Figure 1. Where the registers sit (run 1).
Bar = 20 µm. Other sequential cells in the stronger grey, the rest of the logic in the fainter grey.
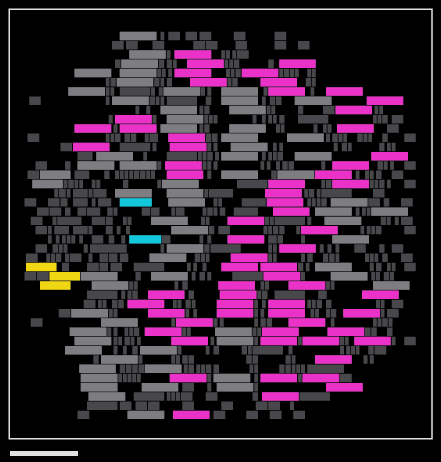
Figure 2. Clock routing (run 1).
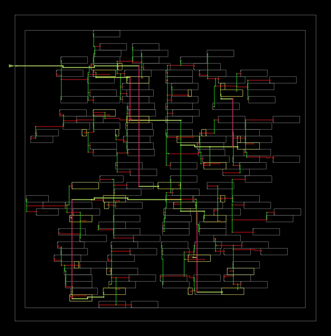
Figure 3. Signal wires by layer (run 1).
Only two layers are drawn.
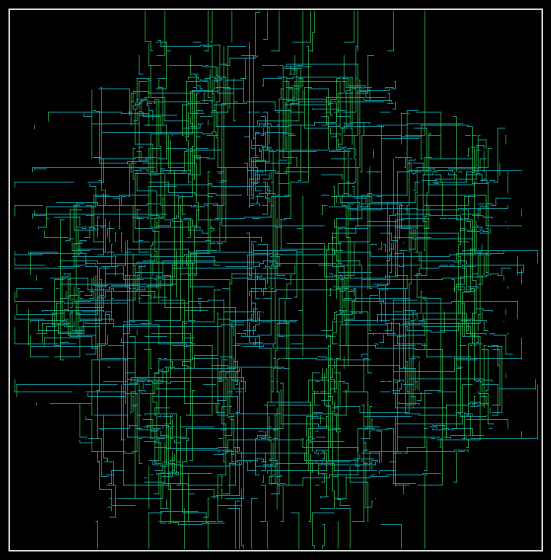
`src/rtl/if_id_queue.sv`:
```
// if_id_queue: fetch-to-decode instruction FIFO with flush; optional same-cycle bypass under IF_ID_QUEUE_BYPASS_EN
module if_id_queue #(
    parameter int DEPTH  = 4,
    parameter int INST_W = 16,
    parameter int ADDR_W = 16
) (
    input  logic                       clk,
    input  logic                       rst,
    input  logic                       in_valid,
    input  logic [INST_W-1:0]          in_instruction,
    input  logic [ADDR_W-1:0]          in_pc_next,
    input  logic                       flush,
    output logic                       in_ready,
    output logic                       out_valid,
    output logic [INST_W-1:0]          out_instruction,
    output logic [ADDR_W-1:0]          out_pc_next,
    input  logic                       out_ready,
    output logic [$clog2(DEPTH+1)-1:0] count
);
    localparam int PW = $clog2(DEPTH);
    localparam int CW = $clog2(DEPTH+1);

    logic [INST_W-1:0] instMem [DEPTH];
    logic [ADDR_W-1:0] pcMem   [DEPTH];
    logic [PW-1:0]     wrPtr, rdPtr;
    logic              isEmpty, bypass, bypassTake, push, pop;

`ifdef IF_ID_QUEUE_BYPASS_EN
    assign bypass = ~rst & isEmpty & in_valid & ~flush;
`else
    assign bypass = 1'b0;
`endif

    // Handshake decode; flush suppresses both push and pop, a bypassed word that decode takes is never stored
    always_comb begin
        isEmpty         = count == '0;
        in_ready        = count != CW'(DEPTH);
        bypassTake      = bypass & out_ready;
        push            = in_valid & in_ready & ~flush & ~bypassTake;
        pop             = ~isEmpty & out_ready & ~flush;
        out_valid       = ~isEmpty | bypass;
        out_instruction = ~isEmpty ? instMem[rdPtr] : bypass ? in_instruction : '0;
        out_pc_next     = ~isEmpty ? pcMem[rdPtr]   : bypass ? in_pc_next     : '0;
    end

    // Storage write; contents need no reset since pointers and count gate visibility
    always_ff @(posedge clk) begin
        if (push) begin
            instMem[wrPtr] <= in_instruction;
            pcMem[wrPtr]   <= in_pc_next;
        end
    end

    // Pointer and occupancy update; flush empties the queue ahead of any push or pop
    always_ff @(posedge clk or posedge rst) begin
        if (rst) begin
            wrPtr <= '0;
            rdPtr <= '0;
            count <= '0;
        end else if (flush) begin
            wrPtr <= '0;
            rdPtr <= '0;
            count <= '0;
        end else begin
            wrPtr <= push ? wrPtr + PW'(1) : wrPtr;
            rdPtr <= pop ? rdPtr + PW'(1) : rdPtr;
            count <= count + CW'(push) - CW'(pop);
        end
    end
endmodule

```
`config.mk`:
```
export PLATFORM = sky130hd
export DESIGN_NAME = if_id_queue
export DESIGN_NICKNAME = d
export VERILOG_FILES = /design/src/rtl/if_id_queue.sv
export SDC_FILE = /design/constraint.sdc
export NUM_CORES = 1
export LEC_CHECK = 0
export ABC_AREA = 1
export CAP_MARGIN = 15
export CORE_AREA = 4 4 120 122
export DETAILED_ROUTE_END_ITERATION = 12
export DIE_AREA = 0 0 124 126
export MAX_ROUTING_LAYER = met4
export PLACE_DENSITY = 0.66
export REMOVE_ABC_BUFFERS = 1
export SLEW_MARGIN = 15
export SYNTH_ARGS = -nofsm -noshare
export SYNTH_HDL_FRONTEND = slang
export SYNTH_SLANG_ARGS = --single-unit
```
`constraint.sdc`:
```
create_clock -name clk -period 3.03 [get_ports clk]
set_input_delay 0.303 -clock clk [delete_from_list [all_inputs] [get_ports clk]]
set_output_delay 0.303 -clock clk [all_outputs]
set_load 0.03 [all_outputs]
```
==> flow_summary.ini, run 1 <==
; generated from flow reports
[run_status]
status = complete, no violations

[setup_path]
crit_required_ns = 2.73
reg2reg_depth = 11
reg2reg_slack_ns = 0.76
reg2reg_to = count[2]$_DFF_PP0_
cpMaxStageDelayCell = clkdlybuf4s50_1
cp-start-kind = flop
crit_family = buffers and inverters
r2r-start = count[1]$_DFF_PP0_
cp_max_fo = 13
worstPathArrival_ns = 2.43

[placed_design]
placed_area_um2 = 6890
gp_congestion = 0.809
io_buffers = 73

[global_routing]
first_global_vias = 3869
grt_max_degree = 47
grtUsageMet3_pct = 4.93
antenna_found_initial = 1
grt_pass1_wl_um = 19600
grt_busiest_layer = met2
met2_usage_pct = 27.2

[synth]
ys_seq_share_pct = 68.0
ys_area_um2 = 5910
ys_cells = 567
simple_gate_share_pct = 16.0
yosys_warnings = 0
top_cells_by_count = nand2_1 (141), edfxtp_1 (128), inv_1 (85), nand3_1 (70), inv_2 (34)
topCellsByArea = edfxtp_1 (65%), nand2_1 (9.0%), nand3_1 (5.9%), inv_1 (5.4%), dfrtp_1 (3.0%)
yosysTopAreaCell = edfxtp_1
ff_type = edfxtp_1
synthArstFlopShare_pct = 5.19
synthAoiAreaFrac_pct = 2.79
synth.top_cell.area_share_pct = 65.0

[cells_and_area]
flops = 135
diodes = 1
area_delta_synth_final_pct = 25.8
logic_area_um2 = 1230
inverters = 143
layout.nets = 694
clk_share_pct = 7.28
nonClockBufferCount = 88
drive_above_1_share_pct = 12.5
largest_class = registers
logic_gates = 265
bufAreaShareNonClock_pct = 11.8
final_layout_top_logic_cell = nand2_1
largestRegisters = instMem x64, pcMem x64, count x3
fill_cells = 1090
comb_area_share_pct = 16.6

[routing]
dr.pass1.iters = 4
post-route-drc-count = 0
wl_met2_um = 5990
detail-route-antenna-nets = 0
first_iter_violations = 296
m1WireLength_um = 5230

[cts]
h-tree-depth = 4
clock-sinks = 135
numCtsBuffers = 17
cts_resized = 0
path_clk_slew_ns = 0.05

[timing]
slew_viol_final = 0
finalCritPeriodShare_pct = 90.1
fin_hold_ws_ns = 0.137
tns_ns = 0
fin_skew_ns = 0.00591
fmax_ghz = 0.366
hold_viol = 0

[floorplanning]
core_util_floorplan_pct = 44.8
die_h_um = 126
dieArea_um2 = 15600
rows = 42
well_tap_count = 176

[power]
p_sw_mw = 2.43
p_int_mw = 4.29
switching_share_pct = 36.2
powerComb_mw = 2.60
p_clk_share_pct = 27.9
maxPowerGroup = combinational logic
-- Figure 1 (at the start) --
[magenta] pcMem | flops: 64
[yellow] count | flops: 3
[cyan] rdPtr | flops: 2
Reg area: 4020 µm²
Seq group: 2.25 mW
Final Util: 56.4%
sequential share of cell area: 54.1%

-- Figure 2 (at the start) --
clock-net power: 1.87 mW
clk_lat worst skew: 0.41 ns
clkbuf count: 17

-- Figure 3 (at the start) --
[green] M2 | wire length: 5,990 µm
[cyan] M1 | wire length: 5,230 µm
GRT Util Overall: 17.2%
DR WL/cell: 14.5 µm
WL final: 12,200 µm
vias: 3,894

run 1: worst max-delay path by stage:
stage / start / end / slack, ns
final: count[1]$_DFF_PP0_ / out_pc_next[2] / 0.30
after global routing: count[1]$_DFF_PP0_ / out_pc_next[2] / 0.18
after CTS: count[1]$_DFF_PP0_ / out_pc_next[2] / 0.30
after detailed placement: flush / count[2]$_DFF_PP0_ / 0.56
after global placement: flush / count[2]$_DFF_PP0_ / 0.64
after floorplan: rdPtr[0]$_DFFE_PP0P_ / out_instruction[0] / 0.003
run 1: stage by stage:
step / setup slack [ns] / std cells
finish: 0.301 / 839
CTS: 0.299 / 838
floorplan: 0.00274 / 543
global route: 0.176 / 839
detailed placement: 0.564 / 807
global placement: 0.640 / 807
==> run 2: changes to the inputs <==
--- a/config.mk
+++ b/config.mk
@@ -7,9 +7,9 @@
 export LEC_CHECK = 0
 export ABC_AREA = 1
 export CAP_MARGIN = 15
-export CORE_AREA = 4 4 120 122
+export CORE_AREA = 2 2 118 120
 export DETAILED_ROUTE_END_ITERATION = 12
-export DIE_AREA = 0 0 124 126
+export DIE_AREA = 0 0 120 122
 export MAX_ROUTING_LAYER = met4
 export PLACE_DENSITY = 0.66
 export REMOVE_ABC_BUFFERS = 1
==> constraint.sdc (replaced) <==
create_clock -name clk -period 3.35 [get_ports clk]
set_input_delay 0.335 -clock clk [delete_from_list [all_inputs] [get_ports clk]]
set_output_delay 0.335 -clock clk [all_outputs]
set_load 0.03 [all_outputs]
==> run 2 against run 1 <==
Against the previous run: final cell count shrank 0.12%; global-route usage grew 0.62 points; combinational power shrank 12%; register-to-register slack gained 0.39 ns; die area shrank 6.3%; power shrank 8.2%; utilization shrank 1.2 points; via count shrank 0.85%; final area grew 0.15%; area after synthesis is the same; largest power group unchanged.
==> flow_summary.ini, run 2 <==
; generated from flow reports
[run_status]
status = complete, no violations

[cells_and_area]
logic_gates = 265
clk_share_pct = 7.93
largestRegisters = instMem x64, pcMem x64, count x3
final_cells = 838
comb_area_share_pct = 16.6
logic_area_um2 = 1230
bufAreaShareNonClock_pct = 11.3
fill_cells = 1168
flops = 135
n_clock_buffer = 19

[cts]
numCtsBuffers = 17
clock-sinks = 135
clkLatencyLatePin_ns = 0.41

[setup_path]
crit_family = buffers and inverters
cp-start-kind = flop
crit_required_ns = 3.01

[routing]
first_iter_violations = 292
post-route-drc-count = 0
dr.pass1.iters = 5
detail-route-antenna-nets = 0

[timing]
tns_ns = 0
fmax_ghz = 0.355
slew_viol_final = 0
fin_skew_ns = 0.0102
fin_hold_ws_ns = 0.174

[power]
powerComb_mw = 2.28
maxPowerGroup = combinational logic
seq_cell_power_mw = 2.03
clock_power_mw = 1.86

[placed_design]
pre_cts_slack_ns = 0.897

[synth]
yosysTopAreaCell = edfxtp_1
synthArstFlopShare_pct = 5.19
simple_gate_share_pct = 16.0
ys_seq_share_pct = 68.0

[floorplanning]
dieArea_um2 = 14600
rows = 43
well_tap_count = 180
## run 2: cell counts after synthesis
No cell type changed its count.
## run 2: final timing paths
path                                           start  depth (start not counted)  slack [ns]                      end
worst min register to register  wrPtr[1]$_DFFE_PP0P_                          2        0.58     wrPtr[1]$_DFFE_PP0P_
min in group clk                   in_instruction[6]                          1        0.56  instMem[3][6]$_DFFE_PP_
worst max register to register    count[1]$_DFF_PP0_                         12        1.15       count[2]$_DFF_PP0_
max in group asynchronous                        rst                          2        2.92     rdPtr[1]$_DFFE_PP0P_
worst min-delay path                             rst                          2        0.17       count[1]$_DFF_PP0_
worst max-delay path              count[1]$_DFF_PP0_                          5        0.53       out_instruction[1]
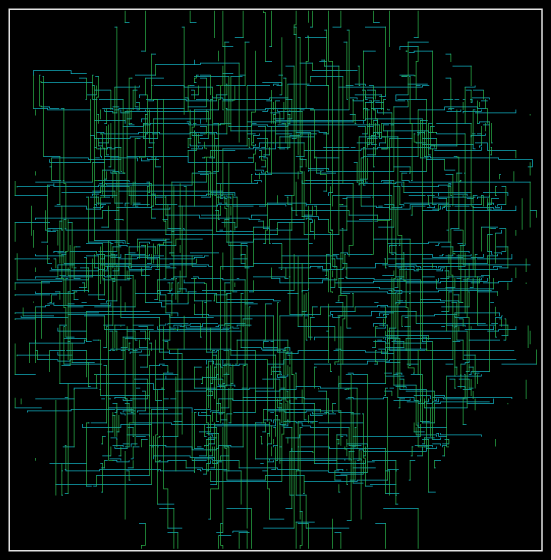
Figure 4: run 2, signal wires by layer.
Only two layers are drawn.
[cyan] M1 | wire length: 5,380 µm
[green] M2 | wire length: 5,970 µm
DR WL/cell: 14.4 µm
WL final: 12,000 µm
GRT Util Overall: 17.9%
vias: 3,861

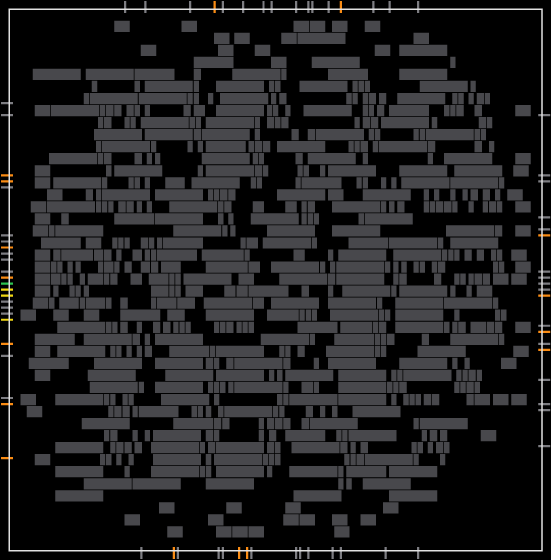
Figure 5: run 2, pin map.
Pins as bars across the die edge, other pins in grey.
[orange] in_instruction | pins: 16 | direction: input | edge: 7 west, 4 east, 3 south, 2 north
[green] out_valid | pins: 1 | direction: output | edge: west
[yellow] count | pins: 3 | direction: output | edge: west
all pins by edge: 24 west, 19 east, 16 north, 15 south
Die Width: 120 µm
Die H: 122 µm

Power is estimated from default activity; no workload was simulated.
